**The clock network**

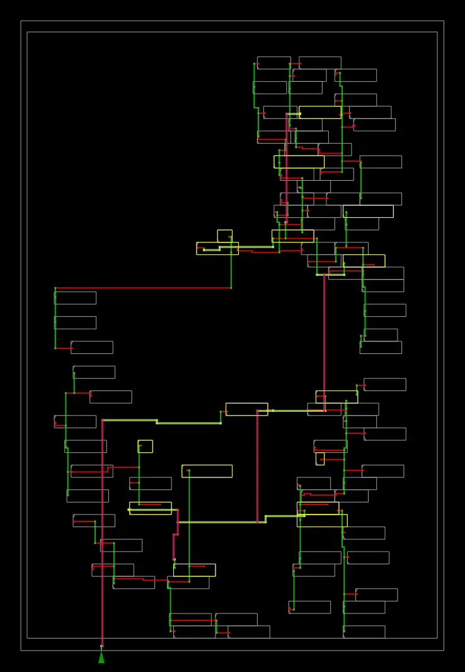
**Clock distribution**

Scale bar: 20 um.
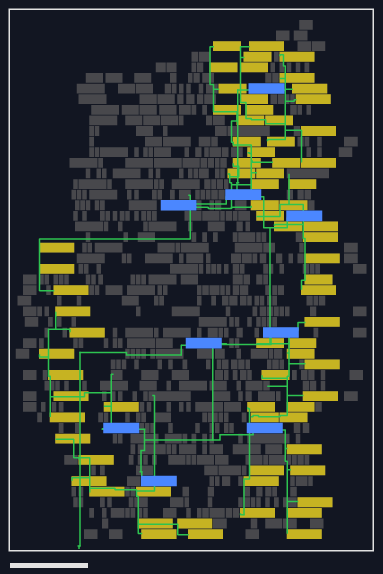
**Nets reached from selected ports**

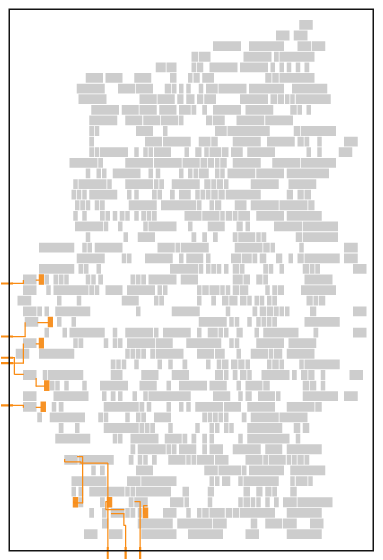
===== src/rtl/alu_pkg.sv =====
// Shared types, widths and the single-cycle logic unit for the ALU datapath.
package alu_pkg;

  localparam int unsigned RESULT_W = 16;
  localparam int unsigned OPND_W   = 8;

  typedef enum logic [2:0] {
    NO_OP = 3'd0,
    ADD   = 3'd1,
    AND   = 3'd2,
    XOR   = 3'd3,
    MUL   = 3'd4
  } alu_op_e;

  // MUL_WAIT is the multiply state; it cannot share the name of the MUL opcode.
  typedef enum logic [1:0] {
    IDLE,
    EXEC1,
    MUL_WAIT,
    REARM
  } alu_state_e;

  function automatic logic [RESULT_W-1:0] alu_logic(input alu_op_e op,
                                                    input logic [OPND_W-1:0] a,
                                                    input logic [OPND_W-1:0] b);
    logic [OPND_W:0] sum;
    sum = {1'b0, a} + {1'b0, b};
    case (op)
      ADD:     return {{(RESULT_W-OPND_W-1){1'b0}}, sum};
      AND:     return {{(RESULT_W-OPND_W){1'b0}}, a & b};
      XOR:     return {{(RESULT_W-OPND_W){1'b0}}, a ^ b};
      default: return '0;
    endcase
  endfunction

endpackage


===== src/rtl/alu_mult_pipe.sv =====
// Pipelined unsigned multiplier: LATENCY-1 product stages with an async-cleared valid chain.
module alu_mult_pipe
  import alu_pkg::*;
#(
  parameter int unsigned LATENCY = 3
) (
  input  logic                clk,
  input  logic                reset_n,
  input  logic                in_valid,
  input  logic [OPND_W-1:0]   a,
  input  logic [OPND_W-1:0]   b,
  output logic                out_valid,
  output logic [RESULT_W-1:0] product
);

  localparam int unsigned STAGES = LATENCY - 1;

  logic [RESULT_W-1:0] prod_q [STAGES];
  logic [STAGES-1:0]   vld_q;

  always_ff @(posedge clk or negedge reset_n) begin
    if (!reset_n) begin
      vld_q <= '0;
    end else begin
      vld_q[0] <= in_valid;
      for (int unsigned i = 1; i < STAGES; i++) begin
        vld_q[i] <= vld_q[i-1];
      end
    end
  end

  always_ff @(posedge clk) begin
    prod_q[0] <= RESULT_W'(a) * RESULT_W'(b);
    for (int unsigned i = 1; i < STAGES; i++) begin
      prod_q[i] <= prod_q[i-1];
    end
  end

  assign out_valid = vld_q[STAGES-1];
  assign product   = prod_q[STAGES-1];

endmodule


===== src/rtl/alu_core.sv =====
// ALU command engine: accept/rearm FSM, operand latch, one-cycle logic unit and
// a pipelined multiplier, with a registered result and one-cycle done pulse.
module alu_core
  import alu_pkg::*;
#(
  parameter int unsigned MUL_LATENCY = 3
) (
  input  logic                clk,
  input  logic                reset_n,
  input  logic [OPND_W-1:0]   A,
  input  logic [OPND_W-1:0]   B,
  input  logic [2:0]          op,
  input  logic                start,
  output logic                done,
  output logic [RESULT_W-1:0] result
);

  alu_state_e          state_q;
  alu_op_e             op_q;
  alu_op_e             op_in;
  logic [OPND_W-1:0]   a_q;
  logic [OPND_W-1:0]   b_q;
  logic                mul_go_q;
  logic                done_q;
  logic [RESULT_W-1:0] result_q;
  logic                mul_valid;
  logic [RESULT_W-1:0] mul_product;

  assign op_in = alu_op_e'(op);

  // Pipe is fed from the latched operands one cycle after accept, so the final
  // product lands exactly MUL_LATENCY edges after the accepting edge.
  alu_mult_pipe #(
    .LATENCY(MUL_LATENCY)
  ) u_mult (
    .clk      (clk),
    .reset_n  (reset_n),
    .in_valid (mul_go_q),
    .a        (a_q),
    .b        (b_q),
    .out_valid(mul_valid),
    .product  (mul_product)
  );

  always_ff @(posedge clk or negedge reset_n) begin
    if (!reset_n) begin
      state_q  <= IDLE;
      op_q     <= NO_OP;
      a_q      <= '0;
      b_q      <= '0;
      mul_go_q <= 1'b0;
      done_q   <= 1'b0;
      result_q <= '0;
    end else begin
      done_q   <= 1'b0;
      mul_go_q <= 1'b0;
      case (state_q)
        IDLE: begin
          if (start) begin
            case (op_in)
              ADD, AND, XOR: begin
                a_q     <= A;
                b_q     <= B;
                op_q    <= op_in;
                state_q <= EXEC1;
              end
              MUL: begin
                a_q      <= A;
                b_q      <= B;
                op_q     <= op_in;
                mul_go_q <= 1'b1;
                state_q  <= MUL_WAIT;
              end
              default: state_q <= IDLE;
            endcase
          end
        end
        EXEC1: begin
          result_q <= alu_logic(op_q, a_q, b_q);
          done_q   <= 1'b1;
          state_q  <= REARM;
        end
        MUL_WAIT: begin
          if (mul_valid) begin
            result_q <= mul_product;
            done_q   <= 1'b1;
            state_q  <= REARM;
          end
        end
        REARM: begin
          if (!start) state_q <= IDLE;
        end
        default: state_q <= IDLE;
      endcase
    end
  end

  assign done   = done_q;
  assign result = result_q;

endmodule


===== config.mk =====
export PLATFORM = sky130hd
export DESIGN_NAME = alu_core
export DESIGN_NICKNAME = d
export VERILOG_FILES = /design/src/rtl/alu_pkg.sv /design/src/rtl/alu_mult_pipe.sv /design/src/rtl/alu_core.sv
export SDC_FILE = /design/constraint.sdc
export NUM_CORES = 1
export LEC_CHECK = 0
export ABC_AREA = 1
export CAP_MARGIN = 10
export CORE_ASPECT_RATIO = 1.5
export CORE_UTILIZATION = 40
export CTS_BUF_LIST = sky130_fd_sc_hd__clkbuf_16
export CTS_CLUSTER_SIZE = 14
export DETAILED_ROUTE_END_ITERATION = 10
export PLACE_DENSITY = 0.7
export SLEW_MARGIN = 15
export SYNTH_ARGS = -nofsm -noshare
export SYNTH_HDL_FRONTEND = slang
export SYNTH_SLANG_ARGS = --single-unit

===== constraint.sdc =====
create_clock -name clk -period 4.9 [get_ports clk]
set_input_delay 0.98 -clock clk [delete_from_list [all_inputs] [get_ports clk]]
set_output_delay 0.98 -clock clk [all_outputs]
set_load 0.01 [all_outputs]

==> git commit body <==
Log flow metrics for this revision

- Basic-gate share of the synthesized area counting and, or, nand and nor cells: 0.188
- CTS sink count: 73
* Result of the run: finished, final reports clean
- The worst-case reg-to-reg setup slack stands at 0.58 ns.
* #FFs+latches synth: 73
- Core ar.: 12,000 sq um
- Chip Height: 138 um
* Mapped Avg Cell Area: 8.17 sq um
- Crit Path Max Fanout: 9
- Fraction of final layout cells sized beyond drive strength 1: 0.0407
* Capturing element type of the critical path: register
* Met3 WL post-DR: 349 um
- The share of synthesized area in the top cell type comes to 0.207.
- Unique cell types: 32
* Netlist Area Pre-Place: 4970 sq um
- Main area contributors: sky130_fd_sc_hd__dfrtp_1 21%, sky130_fd_sc_hd__fa_1 15%, sky130_fd_sc_hd__nand2_1 13%, sky130_fd_sc_hd__dfxtp_1 13%, sky130_fd_sc_hd__ha_1 12%
- GRT Total Usage: 0.188
- The capture point of the worst register-to-register path is recorded as u_mult.prod_q[0][13]$_DFF_P_.
- Final Hold Violation Tally: 0
- Timing would allow up to 0.232 GHz.
* Cell total in the yosys stat output: 608
- The first TritonRoute pass finished after 5 iterations.
- Metal1 wirelength: 4.17 mm
- Layout Area Growth over Synthesis: 16.7%
- The run reported a max-capacitance violation count of 0.
- Number of nets in the layout: 741
- In the routed layout, each cell is associated on average with a via count of 4.88.
Notes on 'the clock network' above:
clkbuf count: 9
Fin Clk Skew: 0.00704 ns

Notes on 'clock distribution' above:
blue -> cells driving clock nets  # count 9
yellow -> flip-flops  # count 73
green -> clock wires  # length 902 um
flops lie = spread over the die
Clock Latency Late Sink: 0.34 ns

Notes on 'nets reached from selected ports' above:
orange -> `B`  # direction input, edge 5 left, 3 bottom, end cells 8, buffers 8, wire 126 um
I/O pin total: 39
PortBufs: 38

-- cell families (layout without fill, tap and decap cells) --
family | after synthesis | after routing
simple gates | 230 | 230
fa+ha+maj | 85 | 85
buf+inv | 146 | 177
compound gates | 62 | 62
flops | 73 | 73
xor+xnor | 12 | 12
-- metrics by stage --
| step | instances | worst slack [ns] | area [sq um] |
|---|---|---|---|
| final | 792 | 0.585 | 5790 |
| after global routing | 792 | 0.411 | 5790 |
| after CTS | 792 | 0.606 | 5790 |
| after detailed placement | 776 | 0.627 | 5430 |
| after global placement | 776 | 0.758 | 5430 |
| after floorplan | 608 | 0.917 | 4970 |
-- final cells by class --
type / instances / area share
Inverter: 123 / 0.0797
Sequential cell: 73 / 0.288
Clock inverter: 7 / 0.0246
Multi-Input combinational cell: 389 / 0.471
Timing Repair Buffer: 38 / 0.0648
Tap cell: 153 / 0.0330
Clock buffer: 9 / 0.0389
-- worst max-delay path, cell delays in order, from the launching register on --
cell,delay [ns]
sky130_fd_sc_hd__dfrtp_1,0.47
sky130_fd_sc_hd__ha_1,0.32
sky130_fd_sc_hd__fa_1,0.59
sky130_fd_sc_hd__fa_1,0.45
sky130_fd_sc_hd__fa_1,0.56
sky130_fd_sc_hd__inv_1,0.06
sky130_fd_sc_hd__fa_1,0.53
sky130_fd_sc_hd__inv_1,0.04
sky130_fd_sc_hd__ha_1,0.35
sky130_fd_sc_hd__a21oi_1,0.21
sky130_fd_sc_hd__o21ai_0,0.11
sky130_fd_sc_hd__a21oi_1,0.26
sky130_fd_sc_hd__o21ai_1,0.12
sky130_fd_sc_hd__xor2_1,0.15
-- per-layer routing --
layer  GRT usage  vias up
met4      0.0834        0
li1            -     1905
met3      0.0297       27
met1       0.199     1848
met2       0.356       87
met5           0        -
-- flip-flops by register name, summed over array words and instances (netlist names) --
register       flops
u_mult.prod_q     32
result            16
a_q                8
b_q                8
op_q               3
state_q            2
u_mult.vld_q       2
done               1
mul_go_q           1
-- how the worst max path moves through the flow --
stage / depth (start not counted) / slack (ns) / endpoint
floorplan: 15 / 0.92 / u_mult.prod_q[0][13]$_DFF_P_
global placement: 13 / 0.76 / u_mult.prod_q[0][13]$_DFF_P_
detailed placement: 13 / 0.63 / u_mult.prod_q[0][13]$_DFF_P_
CTS: 13 / 0.61 / u_mult.prod_q[0][13]$_DFF_P_
global route: 13 / 0.41 / u_mult.prod_q[0][13]$_DFF_P_
finish: 13 / 0.58 / u_mult.prod_q[0][13]$_DFF_P_
